**Run 1: the clock network**

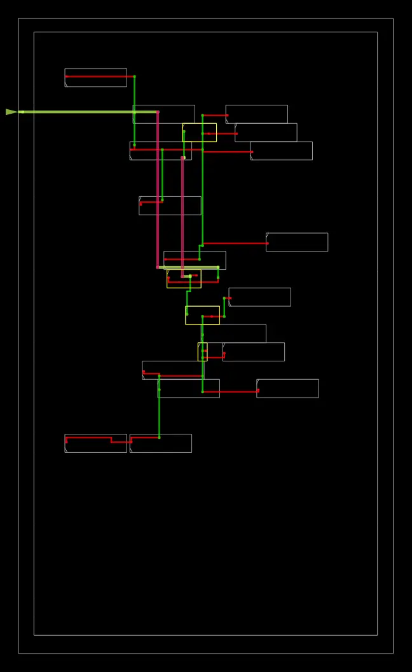
**Run 1: selected gate families**

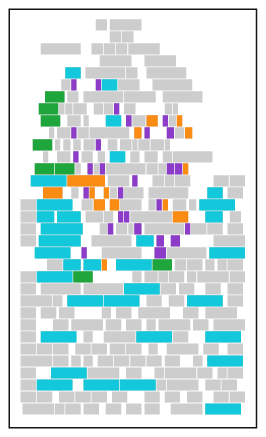
**Run 1: metal 2**

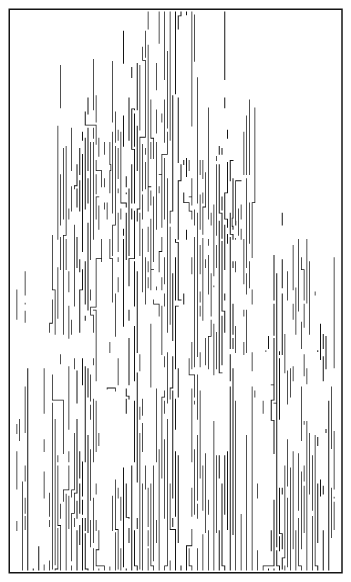
===== config.mk =====
export PLATFORM = sky130hd
export DESIGN_NAME = fifo_write_arbiter
export DESIGN_NICKNAME = d
export VERILOG_FILES = /design/src/rtl/fifo_warb_pkg.sv /design/src/rtl/fifo_write_arbiter_rr_pick_onehot.sv /design/src/rtl/fifo_write_arbiter.sv
export SDC_FILE = /design/constraint.sdc
export NUM_CORES = 1
export LEC_CHECK = 0
export CORE_ASPECT_RATIO = 1.75
export CORE_MARGIN = 2
export CORE_UTILIZATION = 40
export CTS_CLUSTER_SIZE = 25
export DETAILED_ROUTE_END_ITERATION = 16
export PLACE_DENSITY = 0.91
export SLEW_MARGIN = 0
export SYNTH_ARGS = -nofsm -noshare
export SYNTH_HDL_FRONTEND = slang
export SYNTH_HIERARCHICAL = 1
export SYNTH_SLANG_ARGS = --single-unit

===== constraint.sdc =====
create_clock -name w_clk -period 3.15 [get_ports w_clk]
set_clock_uncertainty 0.2 [all_clocks]
set_input_delay 0.63 -clock w_clk [delete_from_list [all_inputs] [get_ports w_clk]]
set_output_delay 0.63 -clock w_clk [all_outputs]
set_load 0.1 [all_outputs]

===== src/rtl/fifo_warb_pkg.sv =====
// Shared definitions for the FIFO write-port arbiter: state encoding,
// statistics counter width and the cyclic one-hot priority pick.
package fifo_warb_pkg;

    localparam int CNT_W   = 16;
    localparam int MAX_REQ = 8;

    localparam logic ST_IDLE  = 1'b0;
    localparam logic ST_BURST = 1'b1;

    typedef enum logic {
        S_IDLE  = ST_IDLE,
        S_BURST = ST_BURST
    } warb_state_e;

    // One-hot winner: first set bit of req at or after ptr, wrapping at n.
    // Bits of req at or above n are never examined.
    function automatic logic [MAX_REQ-1:0] rr_pick(input logic [MAX_REQ-1:0] req,
                                                   input int unsigned         ptr,
                                                   input int unsigned         n);
        logic [MAX_REQ-1:0] win;
        logic               found;
        int unsigned        idx;
        win   = '0;
        found = 1'b0;
        for (int unsigned k = 0; k < MAX_REQ; k++) begin
            if (k < n) begin
                idx = (ptr + k) % n;
                if (!found && req[idx[2:0]]) begin
                    win[idx[2:0]] = 1'b1;
                    found         = 1'b1;
                end
            end
        end
        return win;
    endfunction

endpackage


===== src/rtl/fifo_write_arbiter_rr_pick_onehot.sv =====
// Combinational cyclic priority encoder: one-hot of the first request at or
// after the round-robin pointer.
module rr_pick_onehot
    import fifo_warb_pkg::*;
#(
    parameter int N_REQ = 4,
    parameter int PTR_W = 2
) (
    input  logic [N_REQ-1:0] req,
    input  logic [PTR_W-1:0] ptr,
    output logic [N_REQ-1:0] onehot
);

    logic [MAX_REQ-1:0] req_ext;
    logic [MAX_REQ-1:0] pick_ext;
    logic               pick_unused;

    // Widen to the package function's fixed width and take back N_REQ bits.
    always_comb begin
        req_ext            = '0;
        req_ext[N_REQ-1:0] = req;
        pick_ext           = rr_pick(req_ext, {{(32-PTR_W){1'b0}}, ptr}, N_REQ);
        onehot             = pick_ext[N_REQ-1:0];
    end

    assign pick_unused = ^pick_ext;

endmodule


===== src/rtl/fifo_write_arbiter.sv =====
// Round-robin, burst-capable arbiter sharing the FIFO write port among
// N_REQ requesters. A grant lasts until the owner's last word, MAX_BURST
// words, or the owner dropping req; then one idle cycle precedes the next.
// Optional build macro FIFO_WARB_STATS_EN adds per-requester saturating
// accepted-word counters (word_cnt) with a synchronous clear (stats_clr).
// Handshake: a word on req[i] is accepted in the cycle where ack[i]=1
// (req held with grant, FIFO not full); the requester holds req, req_last and
// data stable until then.
module fifo_write_arbiter
    import fifo_warb_pkg::*;
#(
    parameter int N_REQ     = 4,
    parameter int DW        = 16,
    parameter int MAX_BURST = 8
) (
    input  logic                   w_clk,
    input  logic                   w_reset_n,
    input  logic [N_REQ-1:0]       req,
    input  logic [N_REQ-1:0]       req_last,
    input  logic [N_REQ*DW-1:0]    req_data,
    output logic [N_REQ-1:0]       ack,
    output logic [N_REQ-1:0]       grant,
    input  logic                   fifo_full,
    output logic                   fifo_w_en,
    output logic [DW-1:0]          fifo_w_data,
`ifdef FIFO_WARB_STATS_EN
    input  logic                   stats_clr,
    output logic [N_REQ*CNT_W-1:0] word_cnt,
`endif
    output logic                   dbg_state
);

    localparam int PTR_W = (N_REQ > 1) ? $clog2(N_REQ) : 1;
    localparam int BC_W  = 8;
    localparam logic [BC_W-1:0]  BURST_LAST = BC_W'(MAX_BURST - 1);
    localparam logic [PTR_W-1:0] PTR_MAX    = PTR_W'(N_REQ - 1);

    warb_state_e       state_q, state_d;
    logic [N_REQ-1:0]  grant_q, grant_d;
    logic [PTR_W-1:0]  own_q, own_d;
    logic [PTR_W-1:0]  rr_ptr_q, rr_ptr_d;
    logic [BC_W-1:0]   burst_cnt_q, burst_cnt_d;

    logic [N_REQ-1:0]  pick_onehot;
    logic [PTR_W-1:0]  pick_idx;
    logic              in_burst;
    logic              own_req;
    logic              own_last;
    logic              xfer;
    logic              burst_end;

    rr_pick_onehot #(
        .N_REQ (N_REQ),
        .PTR_W (PTR_W)
    ) u_pick (
        .req    (req),
        .ptr    (rr_ptr_q),
        .onehot (pick_onehot)
    );

    // Binary index of the picked requester, stored so the burst mux needs no decode.
    always_comb begin
        pick_idx = '0;
        for (int i = 0; i < N_REQ; i++) begin
            if (pick_onehot[i]) pick_idx = PTR_W'(i);
        end
    end

    // Owner datapath: write port driven straight from the registered owner.
    always_comb begin
        in_burst    = (state_q == S_BURST);
        own_req     = req[own_q];
        own_last    = req_last[own_q];
        xfer        = in_burst & own_req & ~fifo_full;
        ack         = grant_q & {N_REQ{xfer}};
        fifo_w_en   = xfer;
        fifo_w_data = in_burst ? req_data[own_q*DW +: DW] : '0;
        burst_end   = in_burst & (~own_req | (xfer & (own_last | (burst_cnt_q == BURST_LAST))));
    end

    // Next-state logic: pick in IDLE, count and terminate bursts in BURST.
    always_comb begin
        state_d     = state_q;
        grant_d     = grant_q;
        own_d       = own_q;
        rr_ptr_d    = rr_ptr_q;
        burst_cnt_d = burst_cnt_q;
        case (state_q)
            S_IDLE: begin
                if (|req) begin
                    state_d     = S_BURST;
                    grant_d     = pick_onehot;
                    own_d       = pick_idx;
                    burst_cnt_d = '0;
                end
            end
            S_BURST: begin
                if (burst_end) begin
                    state_d     = S_IDLE;
                    grant_d     = '0;
                    burst_cnt_d = '0;
                    rr_ptr_d    = (own_q == PTR_MAX) ? '0 : own_q + 1'b1;
                end else if (xfer) begin
                    burst_cnt_d = burst_cnt_q + 1'b1;
                end
            end
            default: begin
                state_d = S_IDLE;
                grant_d = '0;
            end
        endcase
    end

    // State register; reset drops the grant immediately, abandoning any burst.
    always_ff @(posedge w_clk or negedge w_reset_n) begin
        if (!w_reset_n) begin
            state_q     <= S_IDLE;
            grant_q     <= '0;
            own_q       <= '0;
            rr_ptr_q    <= '0;
            burst_cnt_q <= '0;
        end else begin
            state_q     <= state_d;
            grant_q     <= grant_d;
            own_q       <= own_d;
            rr_ptr_q    <= rr_ptr_d;
            burst_cnt_q <= burst_cnt_d;
        end
    end

    assign grant     = grant_q;
    assign dbg_state = state_q;

`ifdef FIFO_WARB_STATS_EN
    logic [CNT_W-1:0] cnt_q [N_REQ];

    // Per-requester accepted-word counters; clear beats a same-cycle ack.
    always_ff @(posedge w_clk or negedge w_reset_n) begin
        if (!w_reset_n) begin
            for (int i = 0; i < N_REQ; i++) cnt_q[i] <= '0;
        end else begin
            for (int i = 0; i < N_REQ; i++) begin
                if (stats_clr) begin
                    cnt_q[i] <= '0;
                end else if (ack[i] && (cnt_q[i] != {CNT_W{1'b1}})) begin
                    cnt_q[i] <= cnt_q[i] + 1'b1;
                end
            end
        end
    end

    // Flatten counters onto the output bus.
    always_comb begin
        word_cnt = '0;
        for (int i = 0; i < N_REQ; i++) word_cnt[i*CNT_W +: CNT_W] = cnt_q[i];
    end
`endif

endmodule

==> reports/results.ini, run 1 <==
[run_status]
outcome=complete, no violations

[pwr]
p_per_area_mw_per_mm2=1120
combPwrFrac_pct=84.2
power_mw=3.55
p_switching_mw=2.01
switching_share_pct=56.5
p_clk_share_pct=4.6
ir_drop_mv=0.954
power_leader=combinational cells
seq_power_share_pct=11.2
comb_power_mw=2.99
p_leak_nw=1.29
seq-power_mw=0.399

[synthesis]
async_reset_ff_share_pct=100
ys_seq_share_pct=22.7
netlist_area_mm2=0.00187
netlist_top_cells_count=and2_1, mux4_2, nand2_1
ff_type=dfrtp_1
top_area_share_pct=24.1
floorplan.nets=262
synthAoiAreaFrac_pct=12.4
top_area_cell=mux4_2
ys_warn_count=6
synth.cellmix.xorXnorShare_pct=0
ys_types=44
ys_chip_area_mm2=0.00187
synthCells=179
adder_share_pct=5.35
syn_avg_cell_area_um2=10.5
simple_gate_share_pct=21.1
synth_flops=17
ys_cells=179
topCellsByArea=mux4_2, dfrtp_1, and2_1, ha_1, nand2_1
edf_count=0
ys_sh_mux_pct=33.4

[cts]
cts_setup_buffers=0
cts_root_buf=clkbuf_8
clockBufferDepth=2
holdBufCountCts=0
numCtsBuffers=3
cts_tree=built
clk_pin_slew_worst_paths_ns=0.07
cts.repair.resized=0
htreeDepth=1

[placed_design]
post-place-ws_ns=0.121
gp_congestion=0.928
place_inst=326
dp_hpwl_mm=4.91
placed_area_mm2=0.00311
numPortBuffers=100

[global_routing]
grt_max_degree=32
grtUsageTotal_pct=23.8
grt_pass1_vias=1965
grt.overflow.total=0
grt_antenna_before_repair=0
grt_pass1_wl_mm=9.72

[setup_path]
startpoint=req[3]
reg2reg_from=rr_ptr_q[0]
cp_top_family=buffers and inverters
slowest_delay_ns=0.51
critPathArrivalTime_ns=2.13
critPathMaxFanout=7
worstSetupEndpointType=output pin
crit_chain=clkdlybuf4s50_1 > mux2_4 > a32o_2 > and2_2 > buf_12
crit_path_top_delay_cell=clkdlybuf4s50_1
startpoint_type=primary input
cp.buffers_inverters=2
crit_required_ns=2.32
crit_type=in2out

[cells_and_area]
inv_count=10
comb_share_pct=42.9
num-nonclk-buffers=104
lay_top_count=clkdlybuf4s50_1
drive_above_1_share_pct=25.5
logic_area_mm2=0.00136
final_cells=330
clock_buffers=4
antennaDiodeCount=0
nMultiInputCombCells=143
seqCellArea_um2=427
finalInstanceArea_mm2=0.00316
seqAreaFraction_pct=13.5
buf_share_pct=38.9
largest_class=logic gates
layout_top_cells=clkdlybuf4s50_1, buf_12, mux4_2, nand2_1
clk_share_pct=1.43
nets=362
final_util_pct=68.9
nFillCells=321
syn_to_final_growth_pct=68.8

[routing]
firstDrtPassIters=4
drtIter0Drc=64
wl_met3_um=249
wl_met2_mm=3.44
antenna_left=0
drc_errors=0
top_layer=met4
wl_per_cell_um=17.9
vias=1867
wl_met1_mm=2.09
wirelength_mm=5.91
vias_per_cell=5.66

[sta]
setup_violations=0
rsz0062_at_grt=false
setup_slack_ns=0.189
whs_ns=0.359
hold_violations=0
fin_tns_setup_ns=0
worst_pin_slew_ns=0.791
period_minus_slack_ns=2.96
slew_violations=0
slew_headroom_pct=47.1
post-route-period-util_pct=94.0
fmax_ghz=0.338

[min_path]
min_from=burst_cnt_q[6]
hold_path.class=reg2reg

[floorplanning]
die_h_um=94.5
die_area_mm2=0.00526
coreArea_mm2=0.00458
die_w_um=55.7
tap_cells=52
io_pins=101
rows=33

[flow_run]
drv_cap=0
warnings=31

-- 'the clock network' (at the start) --
clock sinks: 17
clk pwr: 0.164 mW
seq_cells: 17
worst skew pair latency: 0.25 ns

-- 'selected gate families' (at the start) --
Key: green = fa/ha/maj cells [cells 8]; purple = nand cells [cells 27]; orange = nor cells [cells 14, where center]; cyan = mux cells [cells 33]

-- 'metal 2' (at the start) --
The layer carries 3440 um of wire. 319 nets have wire on it. The wires run mostly vertical. The longest straight run is 45.9 um.

[run 1: sequential cells by signal, summed over array words and instances (netlist names)]
signal,flops
burst_cnt_q,8
dbg_state,1
grant,4
own_q,2
rr_ptr_q,2
[run 1: per-layer routing]
metal	track usage (%)	up-vias
met4	7.32	0
met3	2.47	12
met1	25.4	912
li1	-	875
met5	0	-
met2	47.8	68
[run 1: final timing paths]
kind,depth (start not counted),endpoint,slack [ns]
setup reg to reg,9,own_q[0],0.48
min in group asynchronous,1,burst_cnt_q[2],0.64
max in group asynchronous,1,dbg_state,1.57
hold / removal,2,burst_cnt_q[6],0.36
hold reg to reg,2,burst_cnt_q[6],0.36
setup / recovery,5,ack[2],0.19
**Run 1: placed cells, one color a class**

Bar = 20 um. Fill, decap, tap and diode cells in gray.
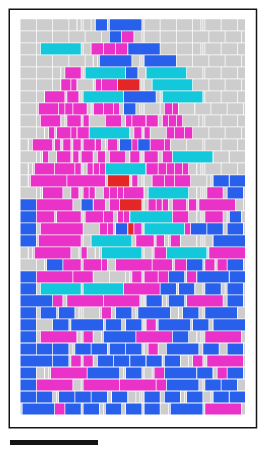

## Run 2: what changed since run 1
--- a/config.mk
+++ b/config.mk
@@ -5,12 +5,11 @@
 export SDC_FILE = /design/constraint.sdc
 export NUM_CORES = 1
 export LEC_CHECK = 0
-export CORE_ASPECT_RATIO = 1.75
 export CORE_MARGIN = 2
-export CORE_UTILIZATION = 40
+export CORE_UTILIZATION = 43
 export CTS_CLUSTER_SIZE = 25
 export DETAILED_ROUTE_END_ITERATION = 16
-export PLACE_DENSITY = 0.91
+export PLACE_DENSITY = 0.84
 export SLEW_MARGIN = 0
 export SYNTH_ARGS = -nofsm -noshare
 export SYNTH_HDL_FRONTEND = slang
==> constraint.sdc (replaced) <==
create_clock -name w_clk -period 3.8 [get_ports w_clk]
set_clock_uncertainty 0.2 [all_clocks]
set_input_delay 0.76 -clock w_clk [delete_from_list [all_inputs] [get_ports w_clk]]
set_output_delay 0.76 -clock w_clk [all_outputs]
set_load 0.1 [all_outputs]
**Run 2: placed cells, one color a class**

Bar = 20 um. Fill, decap, tap and diode cells in gray.
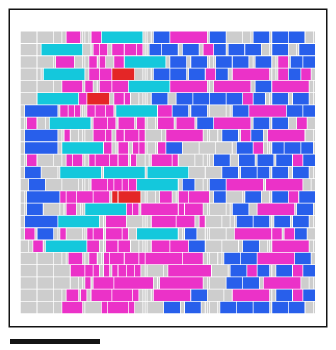
Key: blue = remaining buffers and delay cells [cells 103]; magenta = remaining logic cells [cells 153]; cyan = registers [cells 17]; red = clock drivers and dummy loads [cells 4]

==> reports/results.ini, run 2 <==
[run_status]
outcome=complete, no violations

[routing]
drtIter0Drc=46  ; -28%
firstDrtPassIters=4  ; unchanged
wirelength_mm=5.53  ; -6.5%
antenna_left=0  ; unchanged
drc_errors=0  ; unchanged
wl_per_cell_um=16.9  ; -5.7%
vias=1855  ; -0.64%

[setup_path]
slowest_delay_ns=0.51  ; about the same
cp_top_family=buffers and inverters
cp.buffers_inverters=2  ; unchanged
r2r_cells=9  ; unchanged
startpoint=req[1]
r2r-end=own_q[0]
critPathArrivalTime_ns=2.31  ; +0.18 ns
crit_type=in2out
cp.depth=5  ; unchanged
crit_required_ns=2.84  ; +0.52 ns
rrSetupSlack_ns=1.07  ; +0.59 ns
critPathMaxFanout=7  ; unchanged
crit_path_top_delay_cell=clkdlybuf4s50_1
endpoint=ack[2]
startpoint_type=primary input
reg2reg_from=rr_ptr_q[0]
worstSetupEndpointType=output pin

[placed_design]
numPortBuffers=100  ; unchanged
gp_congestion=0.774  ; -17%
dp_hpwl_mm=4.38  ; -11%

[min_path]
hold_path.class=reg2reg
min_to=burst_cnt_q[6]
min_from=burst_cnt_q[6]
holdPathStages=2  ; unchanged

[floorplanning]
coreArea_mm2=0.00409  ; -11%
io_pins=101  ; unchanged
die_area_mm2=0.00490  ; -7.0%
die_h_um=70.0  ; -26%
rows=23  ; -30%
die_w_um=70.0  ; +26%
tap_cells=50  ; -3.8%

[synthesis]
syn_avg_cell_area_um2=10.5  ; unchanged
synthCells=179  ; unchanged
top_area_cell=mux4_2
ys_chip_area_mm2=0.00187  ; unchanged
floorplan.nets=262  ; unchanged
topCellsByArea=mux4_2, dfrtp_1, and2_1, ha_1, nand2_1
async_reset_ff_share_pct=100  ; unchanged
ys_types=44  ; unchanged
simple_gate_share_pct=21.1  ; unchanged
netlist_area_mm2=0.00187  ; unchanged
synthAoiAreaFrac_pct=12.4  ; unchanged
synth.cellmix.xorXnorShare_pct=0  ; unchanged
ys_sh_mux_pct=33.4  ; unchanged
synth_flops=17  ; unchanged
edf_count=0  ; unchanged
ys_cells=179  ; unchanged
top_area_share_pct=24.1  ; unchanged
ys_warn_count=6  ; unchanged

[sta]
fmax_ghz=0.306
hold_violations=0  ; unchanged
slew_headroom_pct=34.9  ; -12 points
post-route-period-util_pct=86.1
worst_pin_slew_ns=0.974  ; +0.183 ns
period_minus_slack_ns=3.27
setup_violations=0  ; unchanged
slew_violations=0  ; unchanged
whs_ns=0.358  ; -0.00129 ns

[cts]
clockBufferDepth=2  ; unchanged
cts_root_buf=clkbuf_8
cts.repair.resized=0  ; unchanged
clk_latency_ns=0.25  ; about the same
cts_setup_buffers=0  ; unchanged
numCtsBuffers=3  ; unchanged
htreeDepth=1  ; unchanged
clk_pin_slew_worst_paths_ns=0.06  ; about the same
holdBufCountCts=0  ; unchanged
cts_tree=built
cts.sink_count=17  ; unchanged

[cells_and_area]
buf_share_pct=34.9  ; -4.0 points
seqAreaFraction_pct=14.4  ; +0.90 points
clock_buffers=4  ; unchanged
inv_count=10  ; unchanged
regMostFlops=burst_cnt_q
layout_top_cells=clkdlybuf4s50_1, mux4_2, and2_1, nand2_1, buf_4
clk_share_pct=1.53  ; +0.10 points
nFillCells=308  ; -4.0%
largest_reg_flops=8  ; unchanged
drive_above_1_share_pct=22.0  ; -3.5 points
antennaDiodeCount=0  ; unchanged
logic_area_mm2=0.00135  ; -0.37%
nets=361  ; -0.28%
seqCellArea_um2=425  ; -0.29%
comb_share_pct=45.8  ; +2.8 points
largest_class=logic gates
syn_to_final_growth_pct=57.8
seq_cells=17  ; unchanged
lay_top_count=clkdlybuf4s50_1

[pwr]
p_per_area_mw_per_mm2=889  ; -21%
ir_drop_mv=0.556  ; -42%
p_clk_share_pct=5.1  ; +0.5 points
p_leak_nw=1.21  ; -5.7%
combPwrFrac_pct=80.7  ; -3.5 points
p_switching_mw=1.59  ; -21%
seq-power_mw=0.372  ; -6.8%
comb_power_mw=2.12  ; -29%
switching_share_pct=60.6  ; +4.1 points
seq_power_share_pct=14.2  ; +3.0 points

[global_routing]
grt_antenna_before_repair=0  ; unchanged
grt_pass1_wl_mm=9.20  ; -5.3%
grt_max_degree=32  ; unchanged
grt_pass1_vias=1854  ; -5.6%
grtUsageTotal_pct=23.1  ; -0.71 points
grt.overflow.total=0  ; unchanged

[flow_run]
warnings=31  ; unchanged
drv_cap=0  ; unchanged

**Run 2: sizing map**

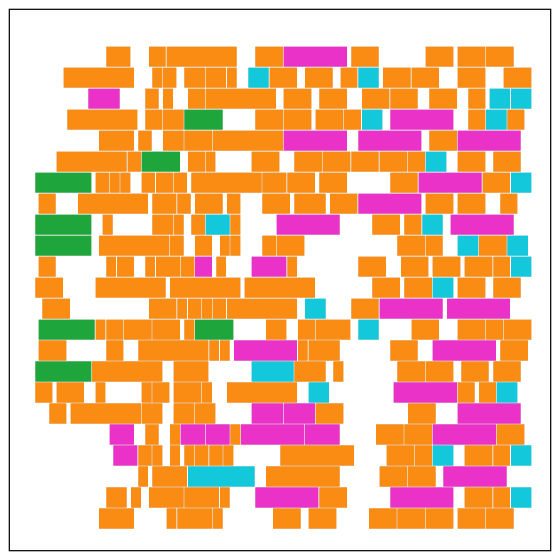
Key: magenta = x2 [cells 30, share 11%]; cyan = x3 and x4 [cells 23, share 8.3%]; green = x6 and larger [cells 8, share 2.9%]; orange = x1 and smaller [cells 216, share 78%]

run 2: cell counts after synthesis:
No cell type changed its count.
run 2: per-stage QoR:
step	setup slack, ns	std cells	util (%)	total power, mW	instance area, um2
floorplan	0.232	179	-	2.05	1870
global placement	0.568	323	71.2	2.46	2910
detailed placement	0.525	323	71.2	2.49	2910
CTS	0.512	327	72.3	2.64	2950
global route	0.411	327	72.3	2.78	2950
finish	0.527	327	72.3	2.63	2950
run 2: per-layer routing:
layer  vias to the layer above  GRT usage, %  wire, um
met5                         -             0         0
met4                         0          5.13        92
met3                         9          4.04       393
met2                        92          40.7      2790
met1                       872          29.6      2260
li1                        882             -         -
Power is estimated from default activity; no workload was simulated.
